--- src/rtl/ram_word_display.sv ---
// Converts a 32-bit unsigned word to decimal with a sequential double-dabble engine
// and drives an 8-digit multiplexed, active-low seven-segment display.
module ram_word_display #(
    parameter int REFRESH_DIV = 100000
) (
    input  logic        clk,
    input  logic        reset,
    input  logic [31:0] value,
    output logic [6:0]  seg,
    output logic        dp,
    output logic [7:0]  an,
    output logic        busy,
    output logic        overflow
);

    localparam int DIV_W = $clog2(REFRESH_DIV);

    typedef enum logic [1:0] {
        S_IDLE  = 2'd0,
        S_SHIFT = 2'd1,
        S_DONE  = 2'd2
    } state_t;

    state_t             r_state;
    state_t             w_state_next;
    logic               w_load;
    logic               w_shift;
    logic               w_done;

    logic [31:0]        r_last;
    logic [71:0]        r_sh;
    logic [5:0]         r_cnt;
    logic [39:0]        r_disp;
    logic               r_ovf;

    logic [DIV_W-1:0]   r_div;
    logic [2:0]         r_idx;
    logic               w_div_tc;
    logic [2:0]         w_idx_next;

    // One double-dabble step: correct every BCD nibble >= 5, then shift left.
    function automatic logic [71:0] dabble_step(input logic [71:0] sh);
        logic [71:0] t;
        t = sh;
        for (int k = 0; k < 10; k++) begin
            if (t[32 + 4*k +: 4] >= 4'd5)
                t[32 + 4*k +: 4] = t[32 + 4*k +: 4] + 4'd3;
        end
        return {t[70:0], 1'b0};
    endfunction

    function automatic logic [6:0] decode_digit(input logic [3:0] d);
        logic [6:0] s;
        case (d)
            4'd0:    s = 7'h40;
            4'd1:    s = 7'h79;
            4'd2:    s = 7'h24;
            4'd3:    s = 7'h30;
            4'd4:    s = 7'h19;
            4'd5:    s = 7'h12;
            4'd6:    s = 7'h02;
            4'd7:    s = 7'h78;
            4'd8:    s = 7'h00;
            4'd9:    s = 7'h10;
            default: s = 7'h7F;
        endcase
        return s;
    endfunction

    function automatic logic [6:0] render(input logic [2:0] idx, input logic [39:0] disp,
                                          input logic ovf);
        logic       upper_nz;
        logic [3:0] dig;
        int         ii;
        ii       = int'(idx);
        upper_nz = 1'b0;
        dig      = 4'd0;
        for (int k = 0; k < 10; k++) begin
            if (k >= ii && disp[4*k +: 4] != 4'd0)
                upper_nz = 1'b1;
        end
        for (int k = 0; k < 8; k++) begin
            if (k == ii)
                dig = disp[4*k +: 4];
        end
        if (ovf)
            return 7'h3F;
        if (ii != 0 && !upper_nz)
            return 7'h7F;
        return decode_digit(dig);
    endfunction

    always_ff @(posedge clk or posedge reset) begin
        if (reset)
            r_state <= S_IDLE;
        else
            r_state <= w_state_next;
    end

    always_comb begin
        w_state_next = r_state;
        case (r_state)
            S_IDLE:  if (value != r_last) w_state_next = S_SHIFT;
            S_SHIFT: if (r_cnt == 6'd31)  w_state_next = S_DONE;
            S_DONE:  w_state_next = S_IDLE;
            default: w_state_next = S_IDLE;
        endcase
    end

    always_comb begin
        w_load  = (r_state == S_IDLE) && (value != r_last);
        w_shift = (r_state == S_SHIFT);
        w_done  = (r_state == S_DONE);
        busy    = (r_state != S_IDLE);
    end

    always_ff @(posedge clk or posedge reset) begin
        if (reset) begin
            r_last <= 32'd0;
            r_cnt  <= 6'd0;
            r_disp <= 40'd0;
            r_ovf  <= 1'b0;
        end else begin
            if (w_load) begin
                r_last <= value;
                r_cnt  <= 6'd0;
            end else if (w_shift) begin
                r_cnt  <= r_cnt + 6'd1;
            end
            if (w_done) begin
                r_disp <= r_sh[71:32];
                r_ovf  <= |r_sh[71:64];
            end
        end
    end

    // The shift register is pure data; every conversion reloads it before use.
    always_ff @(posedge clk) begin
        if (w_load)
            r_sh <= {40'd0, value};
        else if (w_shift)
            r_sh <= dabble_step(r_sh);
    end

    always_comb begin
        w_div_tc   = (r_div == DIV_W'(REFRESH_DIV - 1));
        w_idx_next = w_div_tc ? r_idx + 3'd1 : r_idx;
    end

    // an/seg follow the next idx so the digit select and its pattern change together.
    always_ff @(posedge clk or posedge reset) begin
        if (reset) begin
            r_div <= '0;
            r_idx <= 3'd0;
            an    <= 8'hFE;
            seg   <= 7'h40;
        end else begin
            r_div <= w_div_tc ? '0 : r_div + DIV_W'(1);
            r_idx <= w_idx_next;
            an    <= ~(8'b1 << w_idx_next);
            seg   <= render(w_idx_next, r_disp, r_ovf);
        end
    end

    assign dp       = 1'b1;
    assign overflow = r_ovf;

endmodule
--- config.mk ---
export PLATFORM = sky130hd
export DESIGN_NAME = ram_word_display
export DESIGN_NICKNAME = d
export VERILOG_FILES = /design/src/rtl/ram_word_display.sv
export SDC_FILE = /design/constraint.sdc
export NUM_CORES = 1
export LEC_CHECK = 0
export ABC_AREA = 1
export CAP_MARGIN = 20
export CELL_PAD_IN_SITES_DETAIL_PLACEMENT = 1
export CELL_PAD_IN_SITES_GLOBAL_PLACEMENT = 1
export CORE_ASPECT_RATIO = 2
export CORE_MARGIN = 5
export CORE_UTILIZATION = 24
export DETAILED_ROUTE_END_ITERATION = 12
export DONT_BUFFER_PORTS = 1
export GPL_TIMING_DRIVEN = 0
export PLACE_DENSITY_LB_ADDON = 0.1
export SLEW_MARGIN = 20
export SYNTH_ARGS = -nofsm -noshare
export SYNTH_HDL_FRONTEND = slang
export SYNTH_SLANG_ARGS = --single-unit
--- constraint.sdc ---
create_clock -name clk -period 5.6 [get_ports clk]
set_input_delay 1.68 -clock clk [delete_from_list [all_inputs] [get_ports clk]]
set_output_delay 1.68 -clock clk [all_outputs]
set_load 0.01 [all_outputs]
### Pin placement

Pins as bars across the die edge, other pins in grey.
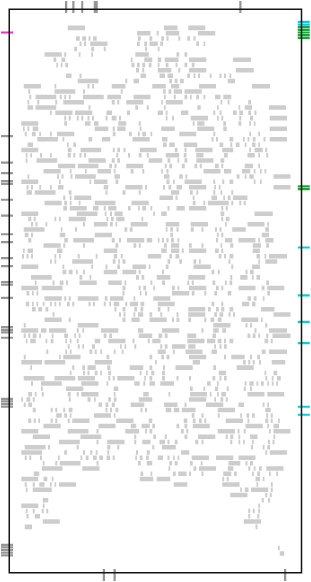
- magenta: clk (pins 1; direction input; edge left)
- green: seg (pins 7; direction output; edge right)
- cyan: an (pins 8; direction output; edge right)

### Placed cells, one colour a class

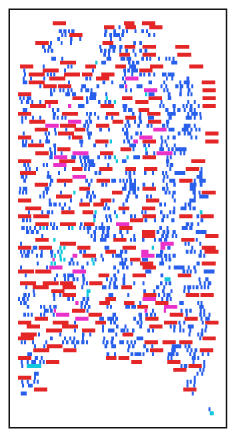
- cyan: other buffers and delay cells (cells 34; share of their area 1.7%)
- magenta: clock drivers and dummy loads (cells 32; share of their area 5.9%)
- blue: combinational and other logic (cells 861; share of their area 45%)
- red: flops (cells 188; share of their area 47%)
fin util: 0.274
Final Cell Area: 0.0105 sq mm
flop share of the area: 0.443
row cnt: 102

==> changes_impl.md <==
### Changed

- Status: finished, final reports clean
- Routed wire length: 29100 um
- Netlist Area Pre-Place: 0.00927 sq mm
- MaxCap Viol Count: 0
- Synthesized area per cell: 8.57 sq um
- Xor+xnor area frac: 0.0274
- Clock root buffer: clkbuf_16
- Biggest area cells: dfrtp_1 29%, nand2_1 11%, edfxtp_1 10%, dfxtp_1 8.6%, o21ai_0 5.2%
- Initial antenna violation count: 0
- Simple share: 0.250
- H-tree depth: 4
- CP peak stage delay: 0.47 ns
- # DRC: 0
- Peak Freq: 272 MHz
- Drt initial violations: 187
- Leak: 4.83 nW
- # Cells Yosys: 1082
- Worst Setup SP: value[16]
- RSZ-0062 raised after global routing: false
- Die Span Y: 288 um
- Layout Cells excl Fill: 1635
- Post-synthesis adder-cell area fraction: 0.0378
- Chip area: 0.0429 sq mm
- Top area contributor share: 0.291
- Bufs and invs on worst path: 2
- Top non-seq family: simple AND/OR/NAND/NOR gates
- Post-Place Setup Slack: 1.33 ns
- Most frequent CP cell: nand2_1
- Worst-path clk slew: 0.07 ns
- Launching point of the worst reg2reg path: r_div[0]
- Late-Pin Clk Latency: 0.44 ns
- Setup TNS: 0 ns
- Power per cell area: 374 mW/mm^2
- GRT Resource Usage Total: 0.142
- Critical Setup Path Class: in -> reg
- Rel. slew slack: 0.409
- Crit path arrival time: 3.74 ns
- Core footprint: 0.0385 sq mm
- Most numerous logic cell after layout: nand2_1
- # fillers: 4603
- Aoi share: 0.105
- Synthesized Nets: 1144
- Reg2Reg Depth: 19
- First-pass GRT wire length: 45700 um
- Mux frac, synth: 0.00607
- Maximum vdd drop: 0.000211 V
- HPWL after DPL: 22300 um
- Layout cell share with drive strength beyond 1: 0.112
- Crit path DRT: 5.66 ns
- HP Class: reg -> reg
- CP Launch Type: input port
- Worst hold path endpoint: r_disp[33]
- Crit-path slowest cell: nor4_1
- Area leader, netlist: dfrtp_1
- Post-synth top flop: dfrtp_1
- Cells along the critical path: xnor2_1 -> nand3_1 -> nor4_1 -> nand4_1 -> nand2_1 -> clkbuf_1 -> nand2_1 -> clkbuf_4
### Routing congestion

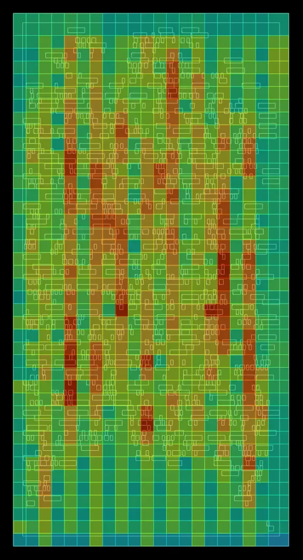
GR Util met1: 0.129
GR Util met3: 0.0271

### Routed clock nets over the placement

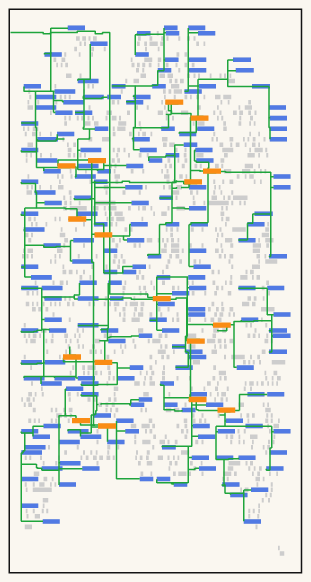
- blue: flip-flops (count 188)
- green: clock wires (length 3070 um)
- orange: clock drivers (count 17)
- flops lie: all over the die

-- power breakdown --
part           total, mW  internal [mW]  switching, mW
combinational      0.800          0.327          0.473
sequential          1.89           1.67          0.218
clock               1.26          0.700          0.562
total               3.95           2.70           1.25
-- synth_stat cells (5+ instances only) --
| cell | instances |
|---|---|
| a21oi_1 | 46 |
| a311oi_1 | 8 |
| clkbuf_1 | 28 |
| dfrtp_1 | 108 |
| dfstp_2 | 8 |
| dfxtp_1 | 40 |
| edfxtp_1 | 32 |
| ha_1 | 28 |
| inv_1 | 124 |
| inv_2 | 6 |
| mux2_2 | 5 |
| nand2_1 | 276 |
| nand2_2 | 16 |
| nand2_4 | 5 |
| nand3_1 | 43 |
| nand4_1 | 13 |
| nor2_1 | 65 |
| nor2_2 | 8 |
| nor2_4 | 5 |
| nor3_1 | 16 |
| nor4_1 | 8 |
| o21ai_0 | 96 |
| o32ai_1 | 8 |
| or2_2 | 25 |
| xnor2_1 | 17 |
| xor2_1 | 12 |
-- sequential cells by signal (all words and copies together) (netlist names) --
register and cells:
r_div 17, seg 7, r_disp 40, r_cnt 6, r_idx 3, r_state 2
r_sh 72, r_last 32, an 8, overflow 1
-- cell families (layout without fill, tap and decap cells) --
logic type	after synthesis	in the layout
flops	188	188
xor+xnor	29	29
mux	5	5
fa+ha+maj	28	28
compound gates	172	172
other cells	1	1
buf+inv	167	200
simple gates	492	492
-- layout make-up --
class | count | share of cell area
sequential | 188 | 0.443
multi-input combinational | 727 | 0.375
tap | 520 | 0.0617
inverter | 134 | 0.0489
clock buffer | 23 | 0.0454
buffer | 33 | 0.0133
clock inverter | 9 | 0.0102
timing repair buffer | 1 | 0.00261
-- worst max-delay path by stage --
| stage | to | slack (ns) | cells after the start |
|---|---|---|---|
| after detailed placement | r_sh[14] | 1.33 | 8 |
| after CTS | r_sh[16] | 1.82 | 8 |
| after floorplan | an[0] | 0.86 | 1 |
| after global placement | r_disp[30] | -1.43 | 1 |
| final | r_sh[14] | 1.93 | 8 |
| after global routing | r_sh[64] | 1.75 | 9 |
-- worst register-to-register path, stage by stage, from the launching register on --
cell	delay [ns]
dfrtp_1	0.37
ha_1	0.23
nand3_4	0.16
nor2_8	0.20
nand3_4	0.18
nand2_2	0.12
nand2_4	0.12
inv_4	0.15
buf_6	0.16
nand3_1	0.09
nand3_1	0.08
nand2_1	0.08
nand2_1	0.08
nand2_2	0.09
nand2_2	0.08
nand2_2	0.08
ha_1	0.24
o21bai_1	0.16
nand2_1	0.06
nand2_1	0.06
-- layer usage --
layer | GRT usage | share of wire
met4 | 0.0543 | 0.028
met5 | 0 | 0
met2 | 0.296 | 0.60
met1 | 0.129 | 0.35
met3 | 0.0271 | 0.025
Power and IR drop assume default switching activity.
